==> src/rtl/sky130_fd_io__sio_bank_seq.sv <==
// SIO bank control sequencer: ENABLE_H / HLD_H_N power-up and hold sequencing,
// per-channel config shadow with legality checks, and synchronised pad inputs.

module sky130_fd_io__sio_bank_seq_lane #(
   parameter int SYNC_STAGES = 2
) (
   input  logic        clk,
   input  logic        rst_n,
   input  logic        wr,
   input  logic [10:0] wdata,
   input  logic [1:0]  mode,
   input  logic        in_pad,
   input  logic        in_en,
   output logic [10:0] ctl,
   output logic        in_sync,
   output logic        in_rise,
   output logic        in_fall
);
   localparam logic [1:0]  MODE_RST = 2'd0;
   localparam logic [1:0]  MODE_SHD = 2'd1;
   localparam logic [1:0]  MODE_OVR = 2'd2;
   // OE_N is the only control that resets high
   localparam logic [10:0] CTL_RST  = 11'h008;

   logic [10:0]            shadow, shadow_nxt, ctl_nxt;
   logic [SYNC_STAGES-1:0] sync;

   always_comb begin
      shadow_nxt = wr ? wdata : shadow;
      ctl_nxt    = ctl;
      case (mode)
         MODE_RST: ctl_nxt = CTL_RST;
         MODE_SHD: ctl_nxt = shadow_nxt;
         // held pad: only OUT/OE_N move, and only when this pad drives HLD_OVR
         MODE_OVR: if (wr && ctl[10]) ctl_nxt[4:3] = wdata[4:3];
         default:  ctl_nxt = ctl;
      endcase
   end

   always_ff @(posedge clk or negedge rst_n) begin
      if (!rst_n) begin
         shadow  <= CTL_RST;
         ctl     <= CTL_RST;
         sync    <= '0;
         in_rise <= 1'b0;
         in_fall <= 1'b0;
      end else begin
         shadow  <= shadow_nxt;
         ctl     <= ctl_nxt;
         sync    <= {sync[SYNC_STAGES-2:0], in_pad};
         in_rise <= in_en &  sync[SYNC_STAGES-2] & ~sync[SYNC_STAGES-1];
         in_fall <= in_en & ~sync[SYNC_STAGES-2] &  sync[SYNC_STAGES-1];
      end
   end

   assign in_sync = sync[SYNC_STAGES-1];
endmodule

module sky130_fd_io__sio_bank_seq #(
   parameter int NCH         = 2,
   parameter int SETTLE_CYC  = 4,
   parameter int SYNC_STAGES = 2
) (
   input  logic             CLK,
   input  logic             RESET_B,
   input  logic             PWR_GOOD,
   input  logic             CMD_HOLD,
   input  logic             CMD_RELEASE,
   input  logic             CFG_WE,
   input  logic [3:0]       CFG_SEL,
   input  logic [10:0]      CFG_DATA,
   input  logic [NCH-1:0]   IN_PAD,
   output logic             ENABLE_H,
   output logic             HLD_H_N,
   output logic [3*NCH-1:0] DM,
   output logic [NCH-1:0]   OE_N,
   output logic [NCH-1:0]   OUT,
   output logic [NCH-1:0]   SLOW,
   output logic [NCH-1:0]   VTRIP_SEL,
   output logic [NCH-1:0]   INP_DIS,
   output logic [NCH-1:0]   VREG_EN,
   output logic [NCH-1:0]   IBUF_SEL,
   output logic [NCH-1:0]   HLD_OVR,
   output logic [NCH-1:0]   IN_SYNC,
   output logic [NCH-1:0]   IN_RISE,
   output logic [NCH-1:0]   IN_FALL,
   output logic [2:0]       STATE,
   output logic             BUSY,
   output logic             ERR
);
   typedef enum logic [2:0] {
      S_OFF     = 3'd0,
      S_SETTLE  = 3'd1,
      S_ARM     = 3'd2,
      S_ACTIVE  = 3'd3,
      S_HOLD    = 3'd4,
      S_RELEASE = 3'd5
   } state_t;

   localparam logic [1:0]   MODE_RST = 2'd0;
   localparam logic [1:0]   MODE_SHD = 2'd1;
   localparam logic [1:0]   MODE_OVR = 2'd2;
   localparam int           CW       = (SETTLE_CYC > 1) ? $clog2(SETTLE_CYC) : 1;
   localparam logic [CW-1:0] CNT_LAST = CW'(SETTLE_CYC - 1);

   state_t                 state, nstate;
   logic [CW-1:0]          cnt, cnt_nxt;
   logic [SYNC_STAGES-1:0] pg_chain;
   logic                   pg_sync, cnt_done, timed;
   logic                   st_ok, sel_ok, dm_ok, accept;
   logic [1:0]             mode;
   logic [NCH-1:0][10:0]   ctl;

   assign pg_sync  = pg_chain[SYNC_STAGES-1];
   assign cnt_done = (cnt == CNT_LAST);

   always_comb begin
      nstate = state;
      if (!pg_sync) nstate = S_OFF;
      else begin
         case (state)
            S_OFF:     nstate = S_SETTLE;
            S_SETTLE:  if (cnt_done) nstate = S_ARM;
            S_ARM:     nstate = S_ACTIVE;
            S_ACTIVE:  if (CMD_HOLD) nstate = S_HOLD;
            S_HOLD:    if (CMD_RELEASE) nstate = S_RELEASE;
            S_RELEASE: if (cnt_done) nstate = S_ACTIVE;
            default:   nstate = S_OFF;
         endcase
      end
   end

   always_comb begin
      timed   = (state == S_SETTLE) || (state == S_RELEASE);
      cnt_nxt = (timed && nstate == state) ? cnt + 1'b1 : '0;
   end

   // writes are judged against the pre-edge state
   always_comb begin
      st_ok  = (state == S_ACTIVE) || (state == S_HOLD);
      sel_ok = ({1'b0, CFG_SEL} < 5'(NCH));
      dm_ok  = (CFG_DATA[2:0] == 3'b011) || (CFG_DATA[2:0] == 3'b101) ||
               (CFG_DATA[2:0] == 3'b110);
      accept = CFG_WE && st_ok && sel_ok && (!CFG_DATA[8] || dm_ok);
   end

   always_comb begin
      mode = MODE_SHD;
      if (nstate == S_OFF || nstate == S_SETTLE)    mode = MODE_RST;
      else if (state == S_HOLD && nstate == S_HOLD) mode = MODE_OVR;
   end

   always_ff @(posedge CLK or negedge RESET_B) begin
      if (!RESET_B) begin
         pg_chain <= '0;
         state    <= S_OFF;
         cnt      <= '0;
         ENABLE_H <= 1'b0;
         HLD_H_N  <= 1'b0;
         BUSY     <= 1'b1;
         ERR      <= 1'b0;
      end else begin
         pg_chain <= {pg_chain[SYNC_STAGES-2:0], PWR_GOOD};
         state    <= nstate;
         cnt      <= cnt_nxt;
         ENABLE_H <= (nstate != S_OFF) && (nstate != S_SETTLE);
         HLD_H_N  <= (nstate == S_ACTIVE);
         BUSY     <= !((nstate == S_ACTIVE) || (nstate == S_HOLD));
         ERR      <= CFG_WE && !accept;
      end
   end

   assign STATE = state;

   for (genvar i = 0; i < NCH; i++) begin : g_lane
      sky130_fd_io__sio_bank_seq_lane #(.SYNC_STAGES(SYNC_STAGES)) u_lane (
         .clk     (CLK),
         .rst_n   (RESET_B),
         .wr      (accept && (CFG_SEL == 4'(i))),
         .wdata   (CFG_DATA),
         .mode    (mode),
         .in_pad  (IN_PAD[i]),
         .in_en   (nstate != S_OFF),
         .ctl     (ctl[i]),
         .in_sync (IN_SYNC[i]),
         .in_rise (IN_RISE[i]),
         .in_fall (IN_FALL[i])
      );
      assign DM[3*i +: 3] = ctl[i][2:0];
      assign OE_N[i]      = ctl[i][3];
      assign OUT[i]       = ctl[i][4];
      assign SLOW[i]      = ctl[i][5];
      assign VTRIP_SEL[i] = ctl[i][6];
      assign INP_DIS[i]   = ctl[i][7];
      assign VREG_EN[i]   = ctl[i][8];
      assign IBUF_SEL[i]  = ctl[i][9];
      assign HLD_OVR[i]   = ctl[i][10];
   end
endmodule
==> config.mk <==
export PLATFORM = sky130hd
export DESIGN_NAME = sky130_fd_io__sio_bank_seq
export DESIGN_NICKNAME = d
export VERILOG_FILES = /design/src/rtl/sky130_fd_io__sio_bank_seq.sv
export SDC_FILE = /design/constraint.sdc
export NUM_CORES = 1
export LEC_CHECK = 0
export ABC_AREA = 1
export CORE_ASPECT_RATIO = 0.8
export CORE_MARGIN = 5
export CORE_UTILIZATION = 54
export CTS_CLUSTER_SIZE = 28
export DETAILED_ROUTE_END_ITERATION = 10
export GPL_TIMING_DRIVEN = 0
export PLACE_DENSITY = 0.82
export RECOVER_POWER = 100
export SYNTH_ARGS = -nofsm -noshare
export SYNTH_HDL_FRONTEND = slang
export SYNTH_SLANG_ARGS = --single-unit
==> constraint.sdc <==
create_clock -name CLK -period 2.7 [get_ports CLK]
set_input_delay 0.54 -clock CLK [delete_from_list [all_inputs] [get_ports CLK]]
set_output_delay 0.54 -clock CLK [all_outputs]
set_load 0.02 [all_outputs]
Fig. 1: wiring heat map
18 x 15 tiles, from dark purple (low) to yellow (high), scaled to the fullest tile. Values are wire area over tile area, all layers added.
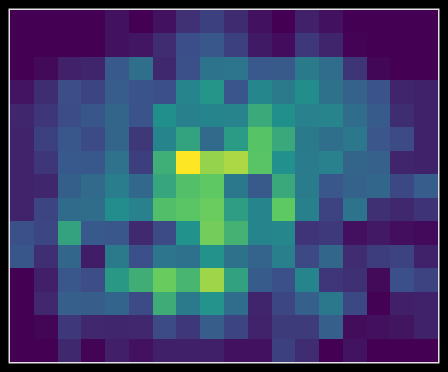
13% of the tiles are nearly empty. 12% of the tiles are over half the peak. The mean over all tiles is 0.14. The fullest tile reaches 0.55. The densest ninth of the die: middle. The emptiest ninth of the die: top left.
gr usage total: 19.34%
Detailed Route WL: 5.597 mm
DR WL/cell: 12.99 um
via count: 2142

Fig. 2: clock nets
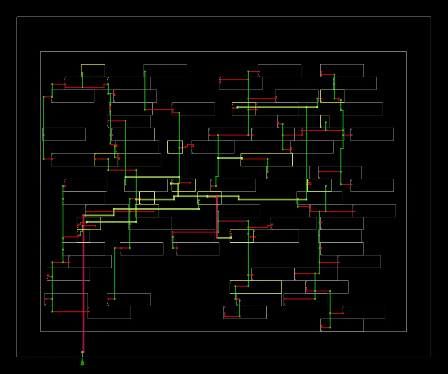
clock latency on the worst-skew pair: 330 ps
power of the clock network: 914 uW
Inserted Clock Buffers: 9
skew final: 8.584 ps

Fig. 3: cell area per tile
Scale bar: 20 um. 9 x 7 tiles, from dark purple (low) to yellow (high), 0 to 100% covered.
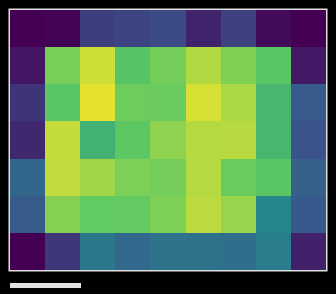
The fullest tile reaches 96%. The densest ninth of the die: middle. The mean over all tiles is 53%.
FP Core Util: 56.79%
core area: 4679 sq um
fin util: 75.03%

Fig. 4: wiring by layer
Only two layers are drawn.
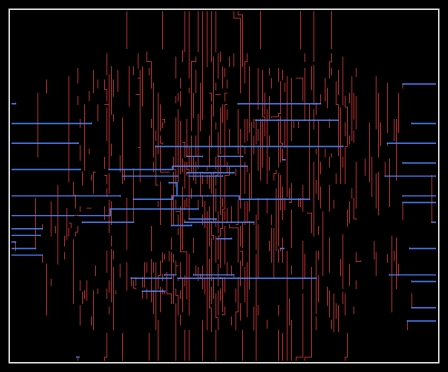
Blue is met3, wire length 483 um. Red is met2, wire length 2610 um.

Fig. 5: sequential cells colored by netlist name
Scale bar: 20 um. Other sequential cells in the stronger gray, the rest of the logic in the fainter gray.
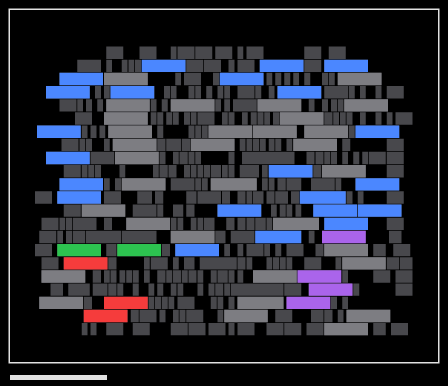
Blue is `g_lane.u_lane.ctl`, sequential cells 22. Green is `pg_chain`, sequential cells 2. Red is `STATE`, sequential cells 3. Purple is `g_lane.u_lane.sync`, sequential cells 4, where bottom right.
Another 32 sequential cells are not colored.
sequential power: 969 uW
FF/Latch Area: 1583 sq um
flop share of the area: 45.08%

==> qor.yml <==
run_status:
  status: "finished clean"
cts:
  clkTransAtPathRegs_ps: 70
  cts_resized: 0
  clockBufferDepth: 2
  root_buffer: "clkbuf_8"
  cts_sinks: 63
  htreeDepth: 3
  cts_setup_buffers: 0
  cts_tree: "yes"
power:
  pwr_density_cell_nw_per_um2: 570.3
  power_frac_seq_pct: 48.4
  switchingPower_uw: 438.2
  p_sw_share_pct: 21.88
  maxPowerGroup: "registers"
  internal_power_mw: 1.564
  p_leak_nw: 1.932
  pg_comb_uw: 119
  p_total_mw: 2.002
die:
  die_w_um: 88.43
  chip_area_sq_um: 6433
  dieHeight_um: 72.75
place:
  dp_hpwl_mm: 4.111
  portBuffers: 57
  gp_congestion: 0.8868
  dpl.cell_count: 415
synthesis:
  synth-main-ff-cell: "dfrtp_1"
  xor_share_pct: 0.3296
  top_cell: "nand2_1"
  area_leaders: "dfrtp_1 55%, nand2_1 19%, dfstp_2 4.9%"
  synthCells: 297
  avgSynthCellArea_sq_um: 8.948
  synth_top_area_share_pct: 54.61
  ys_types: 27
  yosysCellCount: 297
  ys_sh_mux_pct: 0
  ys_top_cells_by_count: "132 x nand2_1, 58 x dfrtp_1, 23 x nor2_1"
  edf_count: 0
critical_path:
  cpPeakStageDelay_ps: 560
  path_common_cell: "nand2_1"
  end_kind: "register"
  crit_family: "buffers and inverters"
  crit_chain: "dlygate4sd3_1 -> inv_1 -> nand2_1 -> nand3_1 -> nand2_1 -> nand3_1 -> buf_2 -> o21ai_0 -> nand2_1 -> nand2_1"
  cp.arrival_ps: 2490
  crit_buf_inv: 3
  slowest_stage: "dlygate4sd3_1"
  start_kind: "primary input"
  cp_max_fo: 10
drt:
  drtIter0Drc: 169
  viasPerCell: 4.970
  drc_errors: 0
sta:
  worstMarginPinSlew_ps: 1263
  finalClockPeriodUsage_pct: 82.30
  setup_viol_count_final: 0
  fin_crit_ps: 2222
final_layout:
  final_cells: 431
  fillers: 346
  drive_gt1_share_pct: 12.40
  fin_area_sq_um: 3511
  syn2layout_area_growth_pct: 32.11
global_route:
  grt_antenna_before_repair: 0
  grt_pass1_wl_mm: 9.549
  grt_max_degree: 42
hold_path:
  hold_path.class: "reg -> reg"
flow_run:
  warning_count: 26
layout make-up:
class / instances / area [sq um] / share of cell area, %
inverter: 20 / 77.57 / 2.210
clock buffer: 10 / 137.6 / 3.920
tap: 60 / 75.07 / 2.138
sequential: 63 / 1583 / 45.08
buffer: 12 / 83.83 / 2.388
timing repair buffer: 58 / 584.3 / 16.64
multi-input combinational: 202 / 879.6 / 25.05
clock inverter: 6 / 90.09 / 2.566
metal layers:
| metal | global-route usage [%] | vias up | part of all wire (%) |
|---|---|---|---|
| met5 | 0 | - | 0 |
| met4 | 7.718 | 0 | 1.0 |
| met3 | 5.756 | 6 | 8.6 |
| met2 | 29.38 | 74 | 47 |
| met1 | 26.10 | 997 | 44 |
| li1 | - | 1065 | - |
per-stage QoR:
stage / setup slack, ps / utilization [%]
2_1_floorplan: 1061 / -
3_3_place_gp: -866.5 / 70.59
3_5_place_dp: 398.7 / 70.91
4_1_cts: 673.1 / 75.78
5_1_grt: 379.7 / 75.03
6_report: 477.9 / 75.03
worst reg2reg max path: cells and delay by family (launching register included):
kind / cells / cell delay, ps
compound gates: 2 / 410
buf+inv: 2 / 440
flops: 1 / 370
simple gates: 5 / 620
worst paths after layout:
kind                        startpoint                  endpoint  slack (ps)  depth (start not counted)
setup reg to reg              STATE[0]   g_lane[1].u_lane.ctl[8]         810                          9
min in group asynchronous      RESET_B  g_lane[0].u_lane.sync[0]         470                          1
hold reg to reg            pg_chain[0]               pg_chain[1]         360                          0
max in group asynchronous      RESET_B   g_lane[1].u_lane.ctl[3]        1360                          2
hold / removal             pg_chain[0]               pg_chain[1]         360                          0
setup / recovery           CFG_DATA[1]   g_lane[1].u_lane.ctl[8]         480                         10
Power and IR drop assume default switching activity.
